gates.png
(4 px per µm)
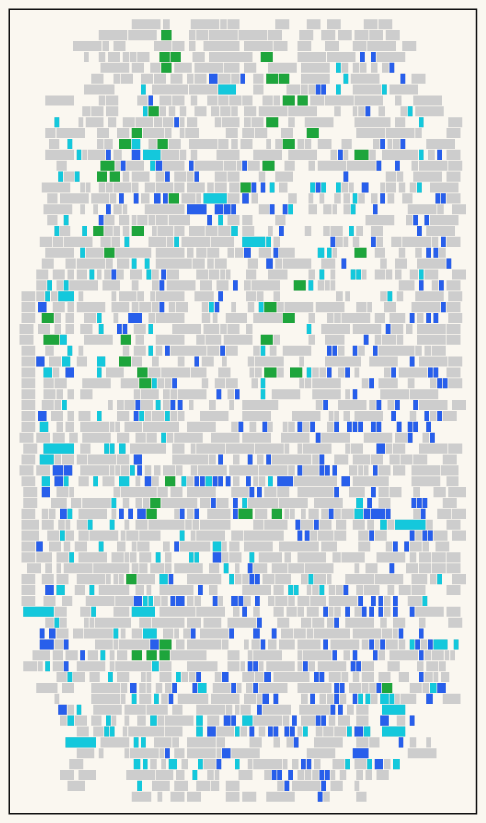
congestion_map.png
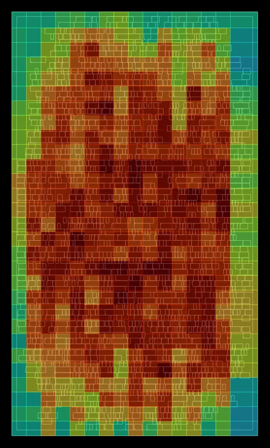
route_heat.png
(2 px per µm) 12 x 20 tiles, from white (low) to dark blue (high), scaled to the fullest tile. Values are wire area over tile area, all layers added.
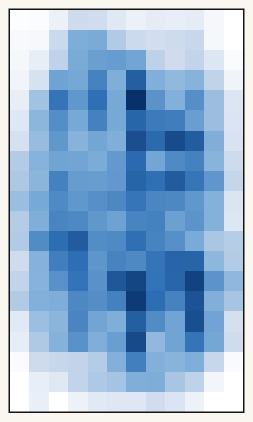
closeup.png
Region (43, 45) to (73, 75) µm. Cells in gray, sequential cells in the stronger gray; small squares are vias.
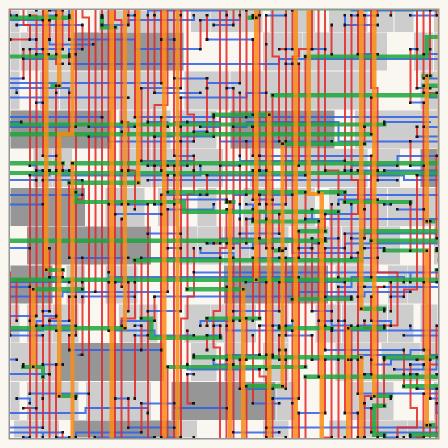
===== config.mk =====
export PLATFORM = sky130hd
export DESIGN_NAME = div_seq_ctrl
export DESIGN_NICKNAME = d
export VERILOG_FILES = /design/src/rtl/div_seq_ctrl.sv
export SDC_FILE = /design/constraint.sdc
export NUM_CORES = 1
export LEC_CHECK = 0
export CAP_MARGIN = 20
export CORE_ASPECT_RATIO = 1.75
export CORE_MARGIN = 2
export CORE_UTILIZATION = 53
export CTS_CLUSTER_SIZE = 8
export DETAILED_ROUTE_END_ITERATION = 8
export GPL_TIMING_DRIVEN = 0
export PLACE_DENSITY_LB_ADDON = 0.3
export SLEW_MARGIN = 0
export SYNTH_ARGS = -nofsm -noshare
export SYNTH_HDL_FRONTEND = slang
export SYNTH_SLANG_ARGS = --single-unit

===== constraint.sdc =====
create_clock -name clk -period 2.98 [get_ports clk]
set_input_delay 0.596 -clock clk [delete_from_list [all_inputs] [get_ports clk]]
set_output_delay 0.596 -clock clk [all_outputs]
set_load 0.03 [all_outputs]

===== src/rtl/div_seq_ctrl.sv =====
// Multi-cycle RV32M DIV/DIVU/REM/REMU sequencer: radix-2 restoring, one quotient bit per cycle, stalls the pipe while busy.
// Optional `DIV_FAST_SPECIAL_EN: divide-by-zero and signed overflow skip the iteration (IDLE->FIX->DONE).
module div_seq_ctrl (
  input  logic        clk,
  input  logic        rst,
  input  logic        flush,
  input  logic        req_valid,
  output logic        req_ready,
  input  logic [2:0]  funct3,
  input  logic [31:0] dividend,
  input  logic [31:0] divisor,
  input  logic [4:0]  rd_addr,
  output logic        stall,
  output logic        resp_valid,
  output logic [31:0] result,
  output logic [4:0]  resp_rd
);

  typedef enum logic [1:0] {IDLE, CALC, FIX, DONE} state_t;

  state_t      state, state_nxt;
  logic [2:0]  op;
  logic [4:0]  rd_q;
  logic [31:0] dvd;      // dividend shifts out of the top, quotient shifts in at the bottom
  logic [31:0] dvs;
  logic [31:0] rem;
  logic [31:0] raw_dvd;
  logic [4:0]  count;
  logic        neg_q, neg_r, div_zero, ovf;

  logic        op_signed, accept, ovf_in, zero_in, q_bit;
  logic [31:0] dvd_abs, dvs_abs, rem_nxt, q_fix, r_fix, fix_val;
  logic [32:0] rem_sh, rem_sub;

  assign op_signed = ~funct3[0];
  assign accept    = (state == IDLE) && req_valid && !flush;
  assign zero_in   = (divisor == 32'h0);
  assign ovf_in    = op_signed && (dividend == 32'h8000_0000) && (divisor == 32'hFFFF_FFFF);
  assign dvd_abs   = (op_signed && dividend[31]) ? -dividend : dividend;
  assign dvs_abs   = (op_signed && divisor[31])  ? -divisor  : divisor;

  // 33-bit partial remainder so unsigned divisors above 2^31 still restore correctly
  assign rem_sh  = {rem, dvd[31]};
  assign rem_sub = rem_sh - {1'b0, dvs};
  assign q_bit   = (rem_sh >= {1'b0, dvs});
  assign rem_nxt = q_bit ? rem_sub[31:0] : rem_sh[31:0];

  assign q_fix = neg_q ? -dvd : dvd;
  assign r_fix = neg_r ? -rem : rem;

  always_comb begin
    fix_val = op[1] ? r_fix : q_fix;
    if (div_zero)
      fix_val = op[1] ? raw_dvd : 32'hFFFF_FFFF;
    else if (ovf)
      fix_val = op[1] ? 32'h0 : 32'h8000_0000;
  end

  always_comb begin
    state_nxt = state;
    case (state)
      IDLE: begin
        if (accept) begin
`ifdef DIV_FAST_SPECIAL_EN
          state_nxt = (zero_in || ovf_in) ? FIX : CALC;
`else
          state_nxt = CALC;
`endif
        end
      end
      CALC:    if (count == 5'd31) state_nxt = FIX;
      FIX:     state_nxt = DONE;
      DONE:    state_nxt = IDLE;
      default: state_nxt = IDLE;
    endcase
    if (flush) state_nxt = IDLE;
  end

  always_ff @(posedge clk) begin
    if (rst) state <= IDLE;
    else     state <= state_nxt;
  end

  always_ff @(posedge clk) begin
    if (rst) begin
      op       <= 3'd0;
      rd_q     <= 5'd0;
      dvd      <= 32'd0;
      dvs      <= 32'd0;
      rem      <= 32'd0;
      raw_dvd  <= 32'd0;
      count    <= 5'd0;
      neg_q    <= 1'b0;
      neg_r    <= 1'b0;
      div_zero <= 1'b0;
      ovf      <= 1'b0;
      result   <= 32'd0;
      resp_rd  <= 5'd0;
    end else if (!flush) begin
      if (accept) begin
        op       <= funct3;
        rd_q     <= rd_addr;
        dvd      <= dvd_abs;
        dvs      <= dvs_abs;
        rem      <= 32'd0;
        raw_dvd  <= dividend;
        count    <= 5'd0;
        neg_q    <= op_signed && (dividend[31] ^ divisor[31]);
        neg_r    <= op_signed && dividend[31];
        div_zero <= zero_in;
        ovf      <= ovf_in;
      end
      if (state == CALC) begin
        rem   <= rem_nxt;
        dvd   <= {dvd[30:0], q_bit};
        count <= count + 5'd1;
      end
      if (state == FIX) begin
        result  <= fix_val;
        resp_rd <= rd_q;
      end
    end
  end

  assign req_ready  = (state == IDLE) && !rst;
  assign stall      = !rst && (((state == IDLE) && req_valid) || (state == CALC) || (state == FIX));
  assign resp_valid = !rst && !flush && (state == DONE);

endmodule


==> flow_metrics.tcl <==
# place-and-route summary
set metrics [dict create \
    violations "setup timing" \
    firstDrtPassIters 5 \
    viasPerCell 6.421 \
    worst_slack_ns -0.1720 \
    tap-cell-count 296 \
    buffer_area_share_pct 11.79 \
    dpl.hpwl_mm 35.14 \
    hold_depth 2 \
    crit_cells 7 \
    io_pins 116 \
    crit_family "simple AND/OR/NAND/NOR gates" \
    die_h_um 200.8 \
    clock_sinks 182 \
    yosys.cell_count.top_type "nand2_1" \
    yosys_cells 1585 \
    outcome "complete, but fails checks" \
    clkCellAreaFrac_pct 4.101 \
    worst_pin_slew_ns 1.010 \
    drc 0 \
    finalCritPeriodShare_pct 105.8 \
    synth-adder-area-share_pct 4.759 \
    lay_top_count "nand2_1" \
    cts_repair_resize_count 64 \
    final_cells 2038 \
    pg_clk_uw 2340 \
    nFlopsAndLatches 182 \
    holdWs_ns 0.4508 \
    power_uw 6342 \
    slew_headroom_pct 32.43 \
    slowest_stage "xor2_1" \
    synth_cell_types 68 \
    cap_viol_max_count 0 \
    fmax_ghz 0.3173 \
    min_period_ns 3.152 \
    synthArstFlopShare_pct 0 \
    comb_area_um2 8046 \
    leakagePower_uw 0.005320 \
    syn_inst 1585 \
    globalRouteOverflowTotal 0 \
    setup_violations 17 \
    postLayoutCellArea_um2 14610 \
    layout_top_cells "nand2_1, dfxtp_1, a21oi_1" \
    seq_power_share_pct 41.2 \
    internal_power_uw 4336 \
    dpl_cell_area_um2 13220 \
    crit_type "reg2reg" \
    mux_share_pct 0.9603 \
    edf_count 0 \
    top_layer "met5" \
    fillers 1922 \
    inverters_excl_clock 55 \
    cp.buffers_inverters 0 \
    grt_pass1_wl_mm 69.12 \
    timing.rr.start "dvd[10]" \
    flop_cell "dfxtp_1" \
    end_kind "flip-flop" \
    cp_max_fo 7 \
    htree_levels 4 \
    drt_iter0_drc 1018 \
    hold_violations 0 \
    power_leader "sequential cells" \
    yosys_warnings 0 \
    holdCritPathClass "reg2reg" \
]
About gates.png:
legend:
  nand cells:
    color: blue
    cells: 306
    most_used: nand2_1
    where: widely spread
  non-inverting ao/oa cells:
    color: green
    cells: 50
    most_used: a21o_1
  nor cells:
    color: cyan
    cells: 174
    most_used: nor2_1
    where: widely spread

About congestion_map.png:
grt peak-use layer: met2
grt met3 use: 10.05%
final core utilization: 66.76%
routed len/inst: 23.18 µm
M1 GR Usage: 37.10%

About route_heat.png:
tiles over half the peak: 45%
nearly empty tiles: 4.2%
mean over tiles: 0.37
fullest tile: 0.83

About closeup.png:
legend:
  M1:
    color: blue
  M3:
    color: green
  M4:
    color: orange
  M2:
    color: red
netlist names of flops here include: dvd (4), rem (4)
cells with their middle in the window: 81
most frequent: nand2_1 (14), o21ai_0 (10), nor2_1 (8)
sequential cells in the window: 8

